`src/rtl/regfile_writeback_pkg.sv`:
```
// Shared processor constants and the write-back entry type.
// Contents:
//   REG_IDX_W  - register index width
//   DATA_W     - register data width
//   NUM_REGS   - architectural register count
//   wb_entry_t - one pending write (destination index plus data)
//   is_x0()    - true when an index names the hard-wired zero register
package regfile_writeback_pkg;

  localparam int REG_IDX_W = 5;
  localparam int DATA_W    = 32;
  localparam int NUM_REGS  = 32;

  typedef struct packed {
    logic [REG_IDX_W-1:0] rd;
    logic [DATA_W-1:0]    data;
  } wb_entry_t;

  localparam int WB_ENTRY_W = $bits(wb_entry_t);

  function automatic logic is_x0(input logic [REG_IDX_W-1:0] rd);
    return (rd == {REG_IDX_W{1'b0}});
  endfunction

endpackage

```
`src/rtl/wb_fifo.sv`:
```
// Small synchronous FIFO that buffers load results ahead of write-back.
// Ports:
//   clk, rst      - clock, asynchronous active-high reset (empties the FIFO)
//   push, push_data - enqueue request and entry (ignored while full)
//   pop           - dequeue request (ignored while empty)
//   head_data     - oldest entry, valid while not empty
//   count         - occupancy, 0..DEPTH
//   full, empty   - occupancy flags
// DEPTH must be a power of two so the pointers wrap naturally.
module wb_fifo #(
  parameter int DEPTH = 4,
  parameter int WIDTH = 37
) (
  input  logic                     clk,
  input  logic                     rst,
  input  logic                     push,
  input  logic [WIDTH-1:0]         push_data,
  input  logic                     pop,
  output logic [WIDTH-1:0]         head_data,
  output logic [$clog2(DEPTH):0]   count,
  output logic                     full,
  output logic                     empty
);

  localparam int PTR_W = $clog2(DEPTH);
  localparam int CNT_W = PTR_W + 1;

  logic [WIDTH-1:0] mem [DEPTH];
  logic [PTR_W-1:0] wr_ptr;
  logic [PTR_W-1:0] rd_ptr;
  logic             do_push;
  logic             do_pop;

  assign full      = (count == CNT_W'(DEPTH));
  assign empty     = (count == {CNT_W{1'b0}});
  assign do_push   = push && !full;
  assign do_pop    = pop && !empty;
  assign head_data = mem[rd_ptr];

  // Entry storage; contents need no reset because the pointers define validity.
  always_ff @(posedge clk) begin
    if (do_push) begin
      mem[wr_ptr] <= push_data;
    end
  end

  // Pointers and occupancy; a simultaneous push and pop leaves count unchanged.
  always_ff @(posedge clk or posedge rst) begin
    if (rst) begin
      wr_ptr <= {PTR_W{1'b0}};
      rd_ptr <= {PTR_W{1'b0}};
      count  <= {CNT_W{1'b0}};
    end else begin
      if (do_push) begin
        wr_ptr <= wr_ptr + 1'b1;
      end
      if (do_pop) begin
        rd_ptr <= rd_ptr + 1'b1;
      end
      case ({do_push, do_pop})
        2'b10:   count <= count + 1'b1;
        2'b01:   count <= count - 1'b1;
        default: count <= count;
      endcase
    end
  end

endmodule

```
`src/rtl/regfile_writeback.sv`:
```
// Register-file write-back arbiter with load buffer and busy scoreboard.
// Ports:
//   clk, rst                      - clock, asynchronous active-high reset
//   alu_valid/alu_rd/alu_data     - ALU result offer, accepted with alu_ready
//   ld_valid/ld_rd/ld_data        - load result offer, enqueued with ld_ready
//   issue_en/issue_rd             - issued instruction that will write issue_rd
//   rf_we/rf_rd/rf_wdata          - registered register-file write port
//   busy                          - scoreboard, bit n set while xn has a pending write
//   ld_count                      - load FIFO occupancy
// One result is written per cycle: a full load FIFO drains first so loads
// cannot starve, otherwise the ALU wins, otherwise a buffered load drains.
module regfile_writeback
  import regfile_writeback_pkg::*;
#(
  parameter int LD_DEPTH = 4
) (
  input  logic                    clk,
  input  logic                    rst,
  input  logic                    alu_valid,
  input  logic [REG_IDX_W-1:0]    alu_rd,
  input  logic [DATA_W-1:0]       alu_data,
  output logic                    alu_ready,
  input  logic                    ld_valid,
  input  logic [REG_IDX_W-1:0]    ld_rd,
  input  logic [DATA_W-1:0]       ld_data,
  output logic                    ld_ready,
  input  logic                    issue_en,
  input  logic [REG_IDX_W-1:0]    issue_rd,
  output logic                    rf_we,
  output logic [REG_IDX_W-1:0]    rf_rd,
  output logic [DATA_W-1:0]       rf_wdata,
  output logic [NUM_REGS-1:0]     busy,
  output logic [$clog2(LD_DEPTH):0] ld_count
);

  localparam logic [NUM_REGS-1:0] ONE_HOT0 = {{(NUM_REGS-1){1'b0}}, 1'b1};

  wb_entry_t             ld_entry;
  wb_entry_t             head;
  wb_entry_t             sel;
  logic                  sel_valid;
  logic                  fifo_pop;
  logic                  fifo_full;
  logic                  fifo_empty;
  logic                  write_en;
  logic                  set_en;
  logic [NUM_REGS-1:0]   clr_mask;
  logic [NUM_REGS-1:0]   set_mask;
  logic [NUM_REGS-1:0]   busy_next;

  assign ld_entry  = '{rd: ld_rd, data: ld_data};
  assign alu_ready = !fifo_full;
  assign ld_ready  = !fifo_full;

  wb_fifo #(
    .DEPTH (LD_DEPTH),
    .WIDTH (WB_ENTRY_W)
  ) u_ld_fifo (
    .clk       (clk),
    .rst       (rst),
    .push      (ld_valid && ld_ready),
    .push_data (ld_entry),
    .pop       (fifo_pop),
    .head_data (head),
    .count     (ld_count),
    .full      (fifo_full),
    .empty     (fifo_empty)
  );

  // Source arbitration: full FIFO, then ALU, then non-empty FIFO.
  always_comb begin
    sel_valid = 1'b0;
    fifo_pop  = 1'b0;
    sel       = head;
    if (fifo_full) begin
      sel_valid = 1'b1;
      fifo_pop  = 1'b1;
      sel       = head;
    end else if (alu_valid) begin
      sel_valid = 1'b1;
      sel       = '{rd: alu_rd, data: alu_data};
    end else if (!fifo_empty) begin
      sel_valid = 1'b1;
      fifo_pop  = 1'b1;
      sel       = head;
    end else begin
      sel_valid = 1'b0;
    end
  end

  // Results for x0 are consumed but never reach the register file.
  assign write_en = sel_valid && !is_x0(sel.rd);
  assign set_en   = issue_en && !is_x0(issue_rd);

  // Scoreboard update: a same-cycle issue overrides the completing write; x0 stays clear.
  always_comb begin
    clr_mask  = write_en ? (ONE_HOT0 << sel.rd) : {NUM_REGS{1'b0}};
    set_mask  = set_en ? (ONE_HOT0 << issue_rd) : {NUM_REGS{1'b0}};
    busy_next = ((busy & ~clr_mask) | set_mask) & ~ONE_HOT0;
  end

  // Registered write port and scoreboard; index/data hold when nothing is written.
  always_ff @(posedge clk or posedge rst) begin
    if (rst) begin
      rf_we    <= 1'b0;
      rf_rd    <= {REG_IDX_W{1'b0}};
      rf_wdata <= {DATA_W{1'b0}};
      busy     <= {NUM_REGS{1'b0}};
    end else begin
      rf_we <= write_en;
      if (write_en) begin
        rf_rd    <= sel.rd;
        rf_wdata <= sel.data;
      end
      busy <= busy_next;
    end
  end

endmodule
```
`config.mk`:
```
export PLATFORM = sky130hd
export DESIGN_NAME = regfile_writeback
export DESIGN_NICKNAME = d
export VERILOG_FILES = /design/src/rtl/regfile_writeback_pkg.sv /design/src/rtl/wb_fifo.sv /design/src/rtl/regfile_writeback.sv
export SDC_FILE = /design/constraint.sdc
export NUM_CORES = 1
export LEC_CHECK = 0
export CORE_MARGIN = 1.5
export CORE_UTILIZATION = 55
export CTS_CLUSTER_SIZE = 12
export DETAILED_ROUTE_END_ITERATION = 16
export PLACE_DENSITY = 0.85
export SLEW_MARGIN = 30
export SYNTH_ARGS = -nofsm -noshare
export SYNTH_HDL_FRONTEND = slang
export SYNTH_HIERARCHICAL = 1
export SYNTH_SLANG_ARGS = --single-unit
```
`constraint.sdc`:
```
create_clock -name clk -period 3.96 [get_ports clk]
set_input_delay 0.396 -clock clk [delete_from_list [all_inputs] [get_ports clk]]
set_output_delay 0.396 -clock clk [all_outputs]
set_load 0.005 [all_outputs]
```
**I/O pins on the die edge**

Pins as bars across the die edge, other pins in grey.
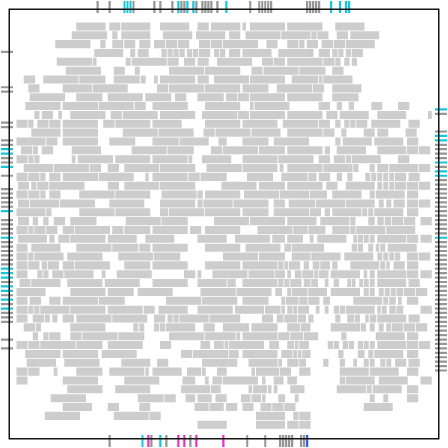
blue -> `ld_ready`  # pins 1, direction output, edge bottom
magenta -> `ld_rd`  # pins 5, direction input, edge bottom
cyan -> `rf_wdata`  # pins 32, direction output, edge 12 left, 11 top, 7 right, 2 bottom

**Routing congestion**

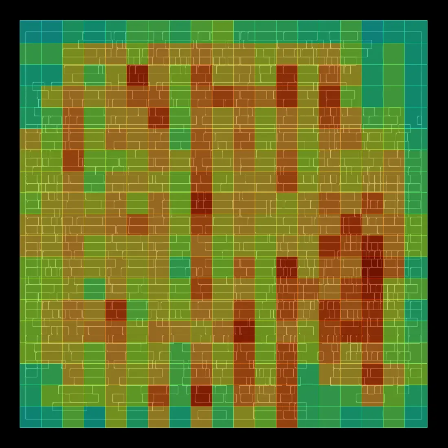
drt wl/cell: 21.6 um
grt met1 use: 31.2%
met2 usage: 42.7%

**Clock distribution**

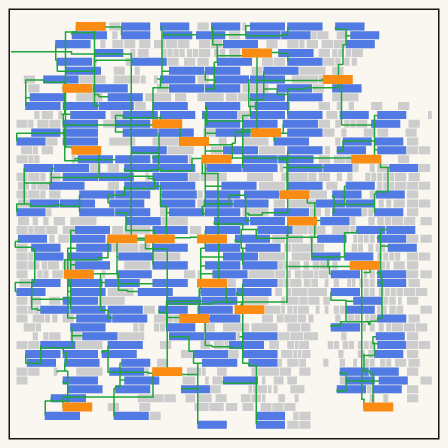
blue -> flip-flops  # count 224
orange -> cells driving clock nets  # count 23
green -> clock wires  # length 2,330 um
routed clock nets = 24

**Metal layers overlaid**

Only two layers are drawn.
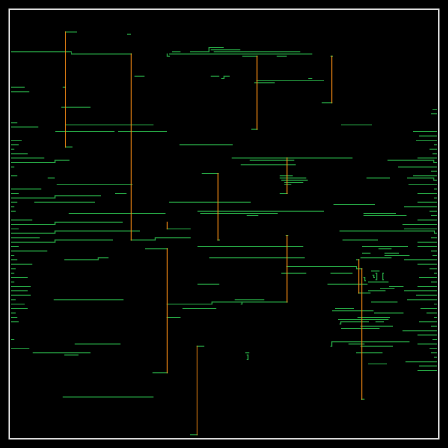
orange -> met4  # wire length 299 um
green -> met3  # wire length 1,730 um

**Placement by cell class**

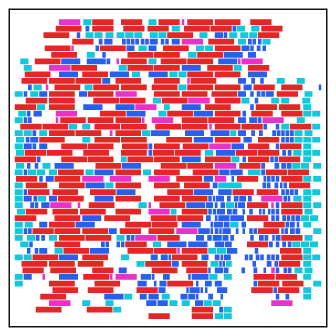
blue -> all other logic  # cells 312
magenta -> clock drivers and dummy loads  # cells 41
red -> flip-flops  # cells 224
cyan -> other buffers and delay cells  # cells 165

==> power breakdown <==
part / switching (W) / internal (W) / total [W]
Combinational: 0.00145 / 0.00160 / 0.00305
Clock: 0.000805 / 0.00110 / 0.00191
Sequential: 0.000405 / 0.00325 / 0.00366
Total: 0.00266 / 0.00595 / 0.00861
==> worst reg2reg max path: stages (launching register included) <==
cell      delay, ns
dfrtp_1        0.46
nor3b_2        0.65
nand2b_1       0.38
mux2i_1        0.24
nand2b_2       0.27
a21oi_4        0.77
inv_2          0.17
mux2_4         0.34
==> area by class of cell <==
| cell class | instances | share of cell area, % |
|---|---|---|
| flip-flops and latches | 224 | 55.0 |
| clock inverters | 2 | 0.0758 |
| inverters | 14 | 0.455 |
| well taps | 216 | 2.34 |
| clock buffers | 39 | 5.59 |
| repair buffers | 165 | 14.4 |
| multi-input cells | 298 | 22.2 |
==> state kept, by name, indices dropped and copies added, names as in the netlist <==
name and count:
u_ld_fifo/mem 148, busy 31, rf_rd 5, u_ld_fifo/rd_ptr 2, u_ld_fifo/count 3, rf_we 1
rf_wdata 32, u_ld_fifo/wr_ptr 2
==> cells in the final DEF, fill, tap and decap left out, drive strengths merged, types with 5 or more instances in the layout <==
cell type	instances
clkdlybuf4s50	157
edfxtp	148
o21ai	100
dfrtp	76
clkbuf	39
nand3	38
mux4	37
mux2i	36
nand2	15
inv	14
nand2b	9
buf	8
nor2	6
nor2b	6
ha	5
and2	5
mux2	5
==> kinds of logic after synthesis <==
logic type / Yosys count / share of synthesized area (%)
and+or+nand+nor: 92 / 5.56
DFF: 224 / 69.9
adders and majority gates: 6 / 0.909
other: 1 / 0.0413
AOI/OAI and AO/OA: 115 / 6.96
xor gates and xnor gates: 6 / 0.579
buffers and inverters: 40 / 2.26
muxes: 78 / 13.8
==> worst paths after layout <==
check | endpoint | slack, ns | cells after the start
max | rf_rd[2] | 0.56 | 7
min | u_ld_fifo/wr_ptr[0] | 0.21 | 2
max reg2reg | rf_rd[2] | 0.56 | 7
min reg2reg | rf_wdata[11] | 0.51 | 2
max in group asynchronous | busy[7] | 2.63 | 3
min in group clk | rf_wdata[11] | 0.51 | 2
==> routing by layer <==
metal / up-vias / wire length (um) / part of all wire [%] / GRT usage [%]
met5: - / 13 / 0.063 / 0
met4: 2 / 298 / 1.4 / 6.48
met3: 30 / 1730 / 8.4 / 4.17
met2: 316 / 10700 / 52 / 42.7
met1: 2819 / 7960 / 38 / 31.2
li1: 2494 / - / - / -
==> synth_stat cells (2+ instances only) <==
cell / n
nand2b_1: 8
buf_6: 2
nor3_1: 3
and2_1: 5
buf_2: 14
nor2_1: 6
xor2_1: 3
nand3_1: 38
edfxtp_1: 148
nor2b_1: 5
nand2_1: 15
clkbuf_1: 4
dfrtp_1: 76
o21ai_0: 96
a31oi_1: 3
xnor2_1: 3
mux4_2: 37
buf_4: 6
mux2_2: 3
o21ai_1: 3
o31a_1: 2
mux2_4: 2
mux2i_1: 36
ha_1: 5
inv_1: 13
==> through the flow <==
step	hold WS, ns	total power [W]
CTS	0.200	0.00862
detailed placement	0.501	0.00670
floorplan	0.199	0.00527
global placement	0.489	0.00652
global route	0.229	0.00905
finish	0.209	0.00861
==> out/qor.csv <==
metric,value,unit
syn-mean-instance-area,16.2,sq um
crit_type,reg2reg,
start_kind,register,
ant_nets,0,
status,finished clean,
cts_tree,built,
slew_viol_final,0,
route.detailed.drc,0,
worstPathMaxFanout,35,
cpLargestDelayFamily,simple AND/OR/NAND/NOR gates,
wl,20700,um
post_cts_buffers,0,
ys_chip_area,0.00908,sq mm
clk-insertion-delay-late,0.49,ns
io_buffers,157,
synthTopCellsByArea,"edfxtp_1 49%, dfrtp_1 21%, mux4_2 9.2%",
grt_start_max_net_pins,47,
ys_warn_count,6,
dpl_cell_area,0.0108,sq mm
cp.required,4.33,ns
die_h,132,um
tightest_slew,0.953,ns
tns,0,ns
flop_area,0.00635,sq mm
p_leak,4.12,nW
initCoreUtil,56.8,%
ys_cells,562,
cts_buffer_depth,3,
gp_congestion,0.871,
final_util,72.2,%
htree_levels,1,
log.warning_count,29,
setup_slack,0.562,ns
r2r-start,u_ld_fifo/count[0],
edf_count,148,
cts_buffers,23,
hpwl,14100,um
cts_resized,0,
grt_antenna_before_repair,1,
top_area_share,48.9,%
cp_cell_sequence,"nor3b_2, nand2b_1, mux2i_1, nand2b_2, a21oi_4, inv_2, mux2_4",
relSlewSlack,36.3,%
num_antenna_cells,0,
clk_pin_slew,0.06,ns
Power is estimated from default activity; no workload was simulated.
